==> run_1/io_fan.png <==
The bar under the picture is 20 microns long.
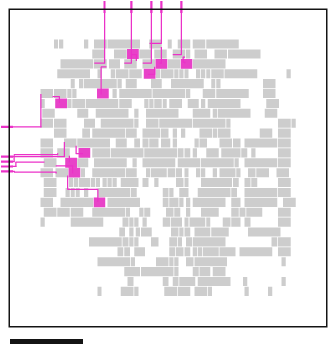
==> run_1/layer_met2.png <==
Cells faint in the background.
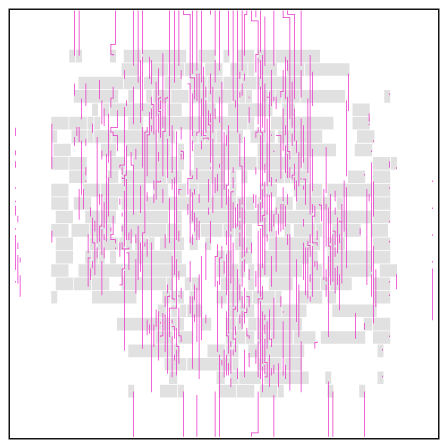
==> run_1/layer_met1.png <==
Supply wires on this layer in grey. Cells faint in the background.
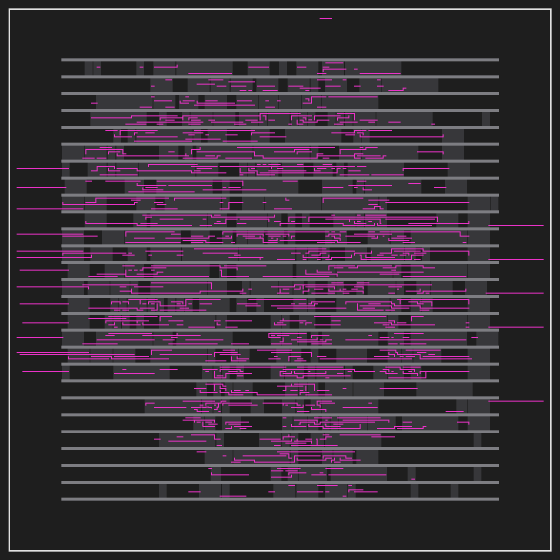
==> config.mk <==
export PLATFORM = sky130hd
export DESIGN_NAME = truth_table_sequencer
export DESIGN_NICKNAME = d
export VERILOG_FILES = /design/src/rtl/truth_table_pkg.sv /design/src/rtl/tt_misr.sv /design/src/rtl/truth_table_sequencer.sv
export SDC_FILE = /design/constraint.sdc
export NUM_CORES = 1
export LEC_CHECK = 0
export ABC_CLOCK_PERIOD_IN_PS = 5300
export CORE_MARGIN = 8
export CORE_UTILIZATION = 48
export DETAILED_ROUTE_END_ITERATION = 10
export PLACE_DENSITY = 0.85
export SYNTH_ARGS = -nofsm -noshare
export SYNTH_HDL_FRONTEND = slang
export SYNTH_HIERARCHICAL = 1
export SYNTH_SLANG_ARGS = --single-unit
==> constraint.sdc <==
create_clock -name clk -period 5.3 [get_ports clk]
set_clock_uncertainty 0.2 [all_clocks]
set_input_delay 0.53 -clock clk [delete_from_list [all_inputs] [get_ports clk]]
set_output_delay 0.53 -clock clk [all_outputs]
set_load 0.02 [all_outputs]
==> src/rtl/truth_table_pkg.sv <==
// Shared types and constants for the truth-table sequencer and its MISR.
package truth_table_pkg;

  localparam int unsigned ROW_W    = 4;
  localparam int unsigned NUM_ROWS = 16;
  localparam int unsigned CNT_W    = 4;
  localparam int unsigned ERR_W    = 5;
  localparam int unsigned MISR_W   = 16;

  localparam logic [ROW_W-1:0]  LAST_ROW  = ROW_W'(NUM_ROWS - 1);
  localparam logic [MISR_W-1:0] MISR_POLY = 16'h1021;
  localparam logic [MISR_W-1:0] MISR_SEED = 16'hFFFF;

  typedef enum logic [1:0] {
    IDLE    = 2'd0,
    SETTLE  = 2'd1,
    CAPTURE = 2'd2,
    DONE    = 2'd3
  } state_e;

  // One MISR step: shift left, fold the polynomial on carry-out, then mix in data.
  function automatic logic [MISR_W-1:0] misr_step(input logic [MISR_W-1:0] s,
                                                  input logic [MISR_W-1:0] d);
    return {s[MISR_W-2:0], 1'b0} ^ (s[MISR_W-1] ? MISR_POLY : '0) ^ d;
  endfunction

endpackage

==> src/rtl/tt_misr.sv <==
// 16-bit multiple-input signature register; seeded on sweep start, stepped per capture.
module tt_misr
  import truth_table_pkg::*;
(
  input  logic              clk,
  input  logic              rst_n,
  input  logic              seed_ld,
  input  logic              shift_en,
  input  logic [MISR_W-1:0] din,
  output logic [MISR_W-1:0] sig
);

  logic [MISR_W-1:0] sig_q;
  logic [MISR_W-1:0] sig_d;

  always_comb begin
    sig_d = sig_q;
    if (seed_ld) begin
      sig_d = MISR_SEED;
    end else if (shift_en) begin
      sig_d = misr_step(sig_q, din);
    end
  end

  always_ff @(posedge clk or negedge rst_n) begin
    if (!rst_n) begin
      sig_q <= '0;
    end else begin
      sig_q <= sig_d;
    end
  end

  assign sig = sig_q;

endmodule

==> src/rtl/truth_table_sequencer.sv <==
// Walks a 4-input function block through all 16 rows, compares against a golden ROM,
// and streams captures. Define TT_SEQ_MISR_EN to add a signature over captured rows.
module truth_table_sequencer
  import truth_table_pkg::*;
#(
  parameter int unsigned SETTLE_CYCLES = 1,
  parameter int unsigned FUNC_W        = 10
) (
  input  logic              clk,
  input  logic              rst_n,
  input  logic              start,
  input  logic              abort,
  output logic [ROW_W-1:0]  row_sel,
  input  logic [FUNC_W-1:0] f_in,
  output logic [ROW_W-1:0]  exp_addr,
  input  logic [FUNC_W-1:0] exp_data,
  output logic              busy,
  output logic              done,
  output logic              pass,
  output logic [ERR_W-1:0]  err_count,
  output logic [ROW_W-1:0]  first_err_row,
  output logic [FUNC_W-1:0] first_err_mask,
  output logic              cap_valid,
  output logic [ROW_W-1:0]  cap_row,
  output logic [FUNC_W-1:0] cap_data,
  output logic [MISR_W-1:0] sig
);

  localparam logic [CNT_W-1:0] CNT_RELOAD = CNT_W'(SETTLE_CYCLES - 1);

  state_e            state_q, state_d;
  logic [ROW_W-1:0]  row_q, row_d;
  logic [CNT_W-1:0]  cnt_q, cnt_d;
  logic              busy_q, busy_d;
  logic              done_q, done_d;
  logic              pass_q, pass_d;
  logic [ERR_W-1:0]  err_q, err_d;
  logic [ROW_W-1:0]  first_row_q, first_row_d;
  logic [FUNC_W-1:0] first_mask_q, first_mask_d;
  logic              cap_valid_q, cap_valid_d;
  logic [ROW_W-1:0]  cap_row_q, cap_row_d;
  logic [FUNC_W-1:0] cap_data_q, cap_data_d;
  logic              seed_ld_c;
  logic              shift_en_c;
  logic              mismatch_c;

  assign mismatch_c = (f_in != exp_data);

  // Next-state and registered-output computation.
  always_comb begin
    state_d      = state_q;
    row_d        = row_q;
    cnt_d        = cnt_q;
    busy_d       = busy_q;
    done_d       = 1'b0;
    pass_d       = pass_q;
    err_d        = err_q;
    first_row_d  = first_row_q;
    first_mask_d = first_mask_q;
    cap_valid_d  = 1'b0;
    cap_row_d    = cap_row_q;
    cap_data_d   = cap_data_q;
    seed_ld_c    = 1'b0;
    shift_en_c   = 1'b0;

    unique case (state_q)
      IDLE: begin
        row_d = '0;
        if (start && !abort) begin
          err_d        = '0;
          first_row_d  = '0;
          first_mask_d = '0;
          pass_d       = 1'b0;
          busy_d       = 1'b1;
          cnt_d        = CNT_RELOAD;
          seed_ld_c    = 1'b1;
          state_d      = SETTLE;
        end
      end

      SETTLE: begin
        if (abort) begin
          state_d = IDLE;
          busy_d  = 1'b0;
          row_d   = '0;
          cnt_d   = '0;
        end else if (cnt_q == '0) begin
          state_d = CAPTURE;
        end else begin
          cnt_d = cnt_q - CNT_W'(1);
        end
      end

      CAPTURE: begin
        if (abort) begin
          state_d = IDLE;
          busy_d  = 1'b0;
          row_d   = '0;
          cnt_d   = '0;
        end else begin
          cap_valid_d = 1'b1;
          cap_row_d   = row_q;
          cap_data_d  = f_in;
          shift_en_c  = 1'b1;
          if (mismatch_c) begin
            err_d = err_q + ERR_W'(1);
            if (err_q == '0) begin
              first_row_d  = row_q;
              first_mask_d = f_in ^ exp_data;
            end
          end
          // Last row finishes the sweep instead of wrapping back to row 0.
          if (row_q == LAST_ROW) begin
            state_d = DONE;
          end else begin
            row_d   = row_q + ROW_W'(1);
            cnt_d   = CNT_RELOAD;
            state_d = SETTLE;
          end
        end
      end

      DONE: begin
        done_d  = 1'b1;
        busy_d  = 1'b0;
        pass_d  = (err_q == '0);
        row_d   = '0;
        state_d = IDLE;
      end

      default: begin
        state_d = IDLE;
      end
    endcase
  end

  always_ff @(posedge clk or negedge rst_n) begin
    if (!rst_n) begin
      state_q      <= IDLE;
      row_q        <= '0;
      cnt_q        <= '0;
      busy_q       <= 1'b0;
      done_q       <= 1'b0;
      pass_q       <= 1'b0;
      err_q        <= '0;
      first_row_q  <= '0;
      first_mask_q <= '0;
      cap_valid_q  <= 1'b0;
      cap_row_q    <= '0;
      cap_data_q   <= '0;
    end else begin
      state_q      <= state_d;
      row_q        <= row_d;
      cnt_q        <= cnt_d;
      busy_q       <= busy_d;
      done_q       <= done_d;
      pass_q       <= pass_d;
      err_q        <= err_d;
      first_row_q  <= first_row_d;
      first_mask_q <= first_mask_d;
      cap_valid_q  <= cap_valid_d;
      cap_row_q    <= cap_row_d;
      cap_data_q   <= cap_data_d;
    end
  end

  assign row_sel        = row_q;
  assign exp_addr       = row_q;
  assign busy           = busy_q;
  assign done           = done_q;
  assign pass           = pass_q;
  assign err_count      = err_q;
  assign first_err_row  = first_row_q;
  assign first_err_mask = first_mask_q;
  assign cap_valid      = cap_valid_q;
  assign cap_row        = cap_row_q;
  assign cap_data       = cap_data_q;

`ifdef TT_SEQ_MISR_EN
  tt_misr u_misr (
    .clk      (clk),
    .rst_n    (rst_n),
    .seed_ld  (seed_ld_c),
    .shift_en (shift_en_c),
    .din      (MISR_W'(f_in)),
    .sig      (sig)
  );
`else
  logic unused_misr_ctrl;
  assign unused_misr_ctrl = seed_ld_c ^ shift_en_c;
  assign sig              = '0;
`endif

endmodule

==> results.ini, run 1 <==
[logic_synthesis]
edf_count = 0
yosysMostFrequentCell = nand2_1
flop_cell = dfrtp_1
syn_inst = 250
topCellsByArea = dfrtp_1 49%, nand2_1 8.9%, buf_4 6.2%, ha_1 4.7%, o21ai_0 3.7%
syn_area_per_cell_sq_um = 9.65
ys.flops = 47
synthArstFlopShare_pct = 100
largest_area_cell = dfrtp_1

[worst_setup_path]
cp_num_buf_inv = 1
worstPathRequired_ns = 5.32
path_max_fanout = 17
critPathMaxStageDelay_ns = 0.46
cp-end-kind = register
path_depth = 6
startpoint_type = register
crit_end = first_err_mask[7]$_DFFE_PN0P_
criticalPathCategory = register to register
reg2reg_slack_ns = 2.69
slowest_stage = nand2b_1
rr_endpoint = first_err_mask[7]$_DFFE_PN0P_

[routing]
dr.pass1.iters = 4
route.detailed.wl_per_inst_microns = 15.7
remaining_drc_errors = 0
routed_via_density = 5.17

[floorplan]
fp_util_pct = 48.5
ios = 85
die_w_microns = 86.9

[cts]
postCtsSetupBuffers = 0
clock_path_buffers = 2
cts_hold_buffers = 0
ctsResizeCount = 0
cts_max_level = 2
cts-root-buf = clkbuf_8

[layout]
synthToLayoutAreaGrowth_pct = 29.6
nets = 345
drive_gt1_share_pct = 3.83
fin_area_sq_um = 3130
postLayoutCoreUtil_pct = 62.8

[power]
p_sw_uw = 532
power.total_uw = 1340
sequentialPowerShare_pct = 38.2

[outcome]
outcome = completed

[final_timing]
setup_viol = 0
finalHoldViolCount = 0
slew_viol_final = 0
finalSetupTns_ns = 0

[grt]
grt_pass1_vias = 1996
grt_max_degree = 48
groute.usage.overall_pct = 15.9

[placed_design]
placed_cells = 375

## Picture notes: io_fan.png
Key: magenta = `exp_data` [bits 10, direction input, edge 5 top, 5 left, end cells 10, buffers 10, wire 205 microns]

## Picture notes: layer_met2.png
The layer carries 2910 microns of wire. 299 nets have wire on it. The wires run mostly vertical. The layer holds 48% of the routed length.

## Picture notes: layer_met1.png
The layer holds 43% of the routed length. The wires run mostly horizontal. The layer carries 2570 microns of wire. The longest straight run is 22.1 microns.

[run 1: layout by cell type, fill, tap and decap left out, drive strengths merged, types with 4 or more instances in the layout]
| cell type | count |
|---|---|
| a21oi | 5 |
| a32o | 4 |
| clkbuf | 7 |
| clkdlybuf4s50 | 67 |
| conb | 16 |
| dfrtp | 47 |
| ha | 9 |
| inv | 10 |
| nand2 | 57 |
| nand2b | 7 |
| nand3 | 7 |
| nor2 | 12 |
| o21ai | 18 |
| o2bb2ai | 11 |
| xnor2 | 10 |
[run 1: layout make-up]
class                      count  share of cell area, %
sequential                    47                   37.6
multi-input combinational    180                   33.7
timing repair buffer          68                   21.6
tap                           70                   2.80
clock buffer                   7                   2.76
inverter                      10                   1.20
clock inverter                 1                  0.280
[run 1: per-layer routing]
metal	GRT usage (%)	share of wire, %	routed length [microns]	vias up
li1	-	-	-	929
met1	18.2	43	2570	962
met2	26.8	48	2910	81
met3	5.47	7.7	465	7
met4	5.32	1.2	72	0
met5	0	0	0	-
[run 1: cell families (layout without fill, tap and decap cells)]
logic type / after synthesis / in the layout / synth area share [%]
simple gates: 98 / 98 / 19.2
compound gates: 46 / 46 / 13.3
fa+ha+maj: 9 / 9 / 4.67
other cells: 1 / 16 / 0.155
xor+xnor: 10 / 10 / 3.63
buf+inv: 38 / 86 / 9.85
flops: 47 / 47 / 48.8
mux: 1 / 1 / 0.415
[run 1: power groups by stage]
stage          registers [uW]  logic, uW  clock network (uW)
4_1_cts                   514        604                 227
2_1_floorplan             608        264                   0
3_5_place_dp              518        603                   0
6_report                  514        603                 227
5_1_grt                   526        655                 241
3_3_place_gp              516        591                   0
==> run 2: changes to the inputs <==
ABC_CLOCK_PERIOD_IN_PS = 2500   (was 5300)
CORE_UTILIZATION = 45   (was 48)
PLACE_DENSITY = 0.8   (was 0.85)
clock period = 2.5 ns   (was 5.3 ns; I/O delays follow)
==> results.ini, run 2 <==
[layout]
nets = 351
final_cell_mix = 67 x clkdlybuf4s50_1, 57 x nand2_1, 47 x dfrtp_1
mostFrequentLayoutCell = clkdlybuf4s50_1
postLayoutCoreUtil_pct = 61.8
fin_area_sq_um = 3180
synthToLayoutAreaGrowth_pct = 31.7

[cts]
cts_hold_buffers = 1
postCtsSetupBuffers = 0
cts-root-buf = clkbuf_8
cts_max_level = 2

[logic_synthesis]
topCellsByArea = dfrtp_1 49%, nand2_1 8.9%, buf_4 6.2%, ha_1 4.7%, o21ai_0 3.7%
syn_inst = 250
flop_cell = dfrtp_1
synthAoiAreaFrac_pct = 13.3
logic_family = simple AND/OR/NAND/NOR gates
synth_simple_gate_area_share_pct = 19.2
yosysMostFrequentCell = nand2_1
synthArstFlopShare_pct = 100
largest_area_cell = dfrtp_1
ys.flops = 47
fa_ha_area_share_pct = 4.67
syn_area_per_cell_sq_um = 9.65
synth.mux.area_fraction_pct = 0.415

[worst_setup_path]
worstPathRequired_ns = 2.48
startpoint_type = register
critPathMaxStageDelay_ns = 0.53
path_max_fanout = 11
criticalPathCategory = register to register
slowest_stage = or3_1
cp-end-kind = register

[grt]
groute.usage.overall_pct = 15.5
grt_pass1_vias = 1954

[final_timing]
slew_viol_final = 0
setup_viol = 0
finalSetupTns_ns = 0

[routing]
routed_via_density = 4.98
route.detailed.wl_per_inst_microns = 15.2
remaining_drc_errors = 0
dr.pass1.iters = 4

[outcome]
outcome = completed

[floorplan]
die_w_microns = 89.2
ios = 85

[placed_design]
placed_cells = 380

[power]
power.total_uw = 2820

## run 2: area by class of cell
class	instances	area [sq um]	area share, %
Sequential cell	47	1180	37.0
Multi-Input combinational cell	180	1050	33.2
Timing Repair Buffer	74	736	23.2
Tap cell	70	87.6	2.76
Clock buffer	6	72.6	2.28
Inverter	10	37.5	1.18
Clock inverter	2	12.5	0.394
## run 2: routing by layer
metal / track usage, % / up-vias / routed length [microns]
li1: - / 941 / -
met1: 17.4 / 920 / 2380
met2: 25.8 / 69 / 2840
met3: 6.71 / 9 / 599
met4: 5.14 / 0 / 79
met5: 0 / - / 0
## run 2: worst paths after layout
kind	from	depth (start not counted)	slack (ns)	endpoint
min in group clk	cap_data[5]$_DFFE_PN0P_	2	0.28	cap_data[5]$_DFFE_PN0P_
min reg2reg	cap_data[5]$_DFFE_PN0P_	2	0.28	cap_data[5]$_DFFE_PN0P_
max reg2reg	state_q[0]$_DFFE_PN0P_	6	0.20	err_count[2]$_DFFE_PN0P_
min	rst_n	3	0.25	cap_row[3]$_DFFE_PN0P_
max	state_q[0]$_DFFE_PN0P_	6	0.20	err_count[2]$_DFFE_PN0P_
max in group asynchronous	rst_n	3	1.63	cap_data[9]$_DFFE_PN0P_
## run 2: worst max-delay path: cells and delay by family (launching register included)
| family | cells | cell delay [ns] |
|---|---|---|
| AOI/OAI and AO/OA | 1 | 0.11 |
| adders and majority gates | 1 | 0.40 |
| buffers and inverters | 1 | 0.11 |
| DFF | 1 | 0.43 |
| and+or+nand+nor | 3 | 0.93 |
## run 2: power by group
part	total (uW)	switching, uW	internal [uW]
clock network	447	251	196
logic	1300	732	566
registers	1070	125	948
==> run_2/layer_met2.png <==
Cells faint in the background.
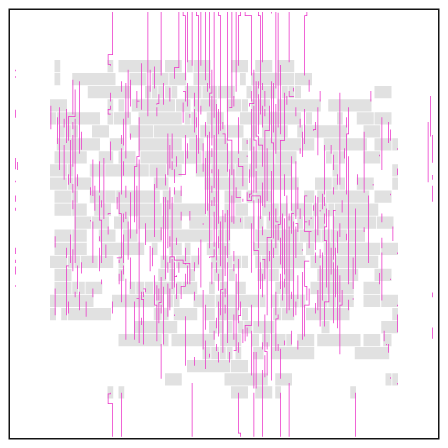
The layer holds 48% of the routed length. 297 nets have wire on it. The longest straight run is 38.1 microns.
Routed WL: 5.90 mm
via count: 1939
M2 GR Usage: 25.8%

==> run_2/flops_by_reg.png <==
Other sequential cells in the stronger grey, the rest of the logic in the fainter grey.
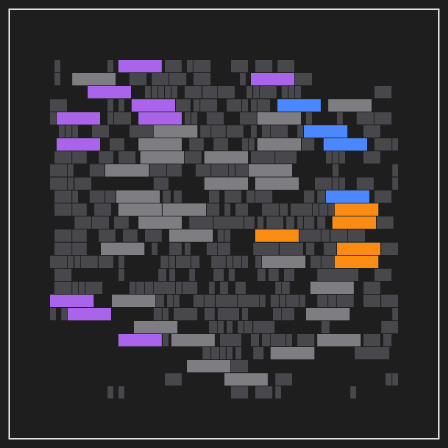
Key: purple = `cap_data` [placed flops 10]; blue = `cap_row` [placed flops 4]; orange = `err_count` [placed flops 5, where right middle]

==> run 3: changes to the inputs <==
ABC_CLOCK_PERIOD_IN_PS = 2790   (was 2500)
CORE_UTILIZATION = 48   (was 45)
PLACE_DENSITY = 0.85   (was 0.8)
clock period = 2.79 ns   (was 2.5 ns; I/O delays follow)
==> results.ini, run 3 <==
[power]
switching_share_pct = 38.9
p_sw_uw = 1030
p_clk_share_pct = 19.8
sequentialPowerShare_pct = 36.3
combPwrFrac_pct = 43.9
power_combinational_uw = 1170
power_leader = combinational logic
power.total_uw = 2650
pg_clk_uw = 527
p_int_uw = 1620

[logic_synthesis]
logic_family = simple AND/OR/NAND/NOR gates
syn_area_per_cell_sq_um = 9.65
edf_count = 0
synth_simple_gate_area_share_pct = 19.2
yosysMostFrequentCell = nand2_1
flop_cell = dfrtp_1
fa_ha_area_share_pct = 4.67
syn_inst = 250
synthArstFlopShare_pct = 100
ys.flops = 47
largest_area_cell = dfrtp_1
synth.mux.area_fraction_pct = 0.415
yosys.area.top_type_share_pct = 48.8

[worst_setup_path]
cp_num_buf_inv = 1
cp-end-kind = register
startpoint_type = register
slowest_stage = dfrtp_1
worstPathRequired_ns = 2.83
cp_top_family = simple AND/OR/NAND/NOR gates
path_max_fanout = 11
critPathMaxStageDelay_ns = 0.43

[layout]
mostFrequentLayoutCell = clkdlybuf4s50_1
comb_area_sq_um = 1050
nets = 349
fin_area_sq_um = 3180
postLayoutCoreUtil_pct = 63.9
layout.cells.non_filler = 387
seq_area_sq_um = 1180
synthToLayoutAreaGrowth_pct = 31.8
final_cell_mix = 67 x clkdlybuf4s50_1, 57 x nand2_1, 47 x dfrtp_1

[final_timing]
setup_viol = 0
timing.hold.ws_ns = 0.279
slew_viol_final = 0
finalSetupTns_ns = 0
finalClockPeriodUsage_pct = 85.4
finalHoldViolCount = 0
tightestPinTransition_ns = 1.01

[routing]
route.detailed.wl_per_inst_microns = 15.4
dr.pass1.iters = 4
vias = 1957
remaining_drc_errors = 0
routed_via_density = 5.06
wirelength_mm = 5.96

[cts]
cts_hold_buffers = 1
postCtsSetupBuffers = 0
clock_path_buffers = 2
ctsResizeCount = 0
cts-root-buf = clkbuf_8

[placed_design]
placed_cells = 378

[grt]
grt_pass1_vias = 1976
grt_max_degree = 48
groute.usage.overall_pct = 16.3

[floorplan]
ios = 85
fp_util_pct = 48.5
die_w_microns = 86.9

[outcome]
outcome = completed

-- run 3: layout make-up --
class	count	share of cell area (%)
sequential	47	37.0
inverter	10	1.18
tap	70	2.75
multi-input combinational	180	33.2
timing repair buffer	72	22.3
clock buffer	5	2.16
clock inverter	3	1.49
-- run 3: cell families (layout without fill, tap and decap cells) --
| logic type | after synthesis | in the layout |
|---|---|---|
| compound gates | 46 | 46 |
| flops | 47 | 47 |
| xor+xnor | 10 | 10 |
| other cells | 1 | 16 |
| simple gates | 98 | 98 |
| buf+inv | 38 | 90 |
| fa+ha+maj | 9 | 9 |
| mux | 1 | 1 |
-- run 3: worst register-to-register path, cell delays in order, from the launching register on --
cell and delay (ns):
dfrtp_1 0.43, inv_1 0.13, ha_1 0.38, nand2b_1 0.31
nor2_1 0.32, nand2_1 0.29, o2bb2ai_1 0.24
-- run 3: routing by layer --
metal | GRT usage (%) | part of all wire [%]
met5 | 0 | 0
met4 | 6.42 | 2.0
met3 | 6.89 | 10
met2 | 26.0 | 46
met1 | 18.9 | 41
-- run 3: path summary, 6_finish.rpt --
| path | from | end | slack, ns | depth (start not counted) |
|---|---|---|---|---|
| worst max-delay path | state_q[0]$_DFFE_PN0P_ | first_err_mask[7]$_DFFE_PN0P_ | 0.41 | 6 |
| worst min-delay path | cap_row[0]$_DFFE_PN0P_ | cap_row[0]$_DFFE_PN0P_ | 0.28 | 2 |
| worst max register to register | state_q[0]$_DFFE_PN0P_ | first_err_mask[7]$_DFFE_PN0P_ | 0.41 | 6 |
| worst min register to register | cap_row[0]$_DFFE_PN0P_ | cap_row[0]$_DFFE_PN0P_ | 0.28 | 2 |
| max in group asynchronous | rst_n | busy$_DFFE_PN0P_ | 1.29 | 2 |
| min in group asynchronous | rst_n | done$_DFF_PN0_ | 0.47 | 2 |
==> run_3/layer_met1.png <==
Supply wires on this layer in grey. Cells faint in the background.
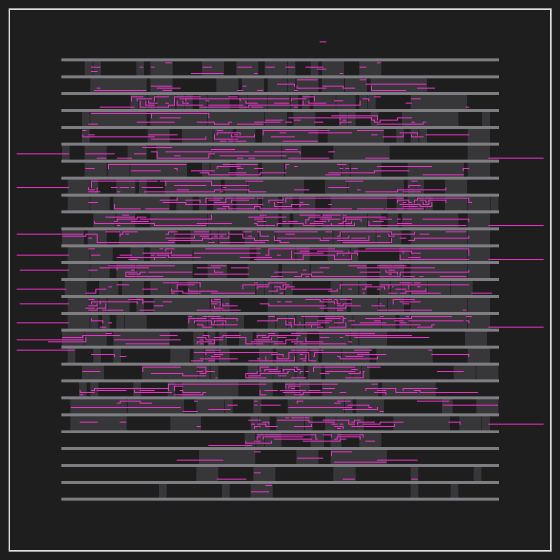
The longest straight run is 18.9 microns. 294 nets have wire on it.

==> run_3/flops_by_reg.png <==
Other sequential cells in the stronger grey, the rest of the logic in the fainter grey.
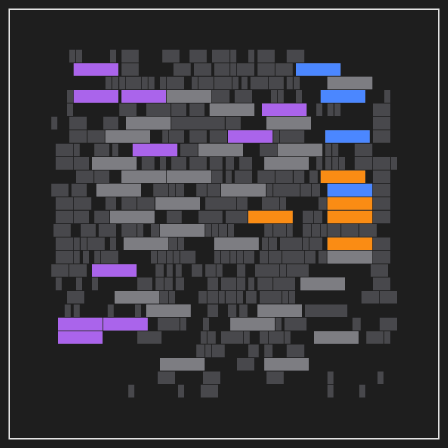
Key: blue = `cap_row` [placed flops 4, where top right]; purple = `cap_data` [placed flops 10]; orange = `err_count` [placed flops 5, where right middle]
Another 28 sequential cells are not coloured.

Power and IR drop assume default switching activity.
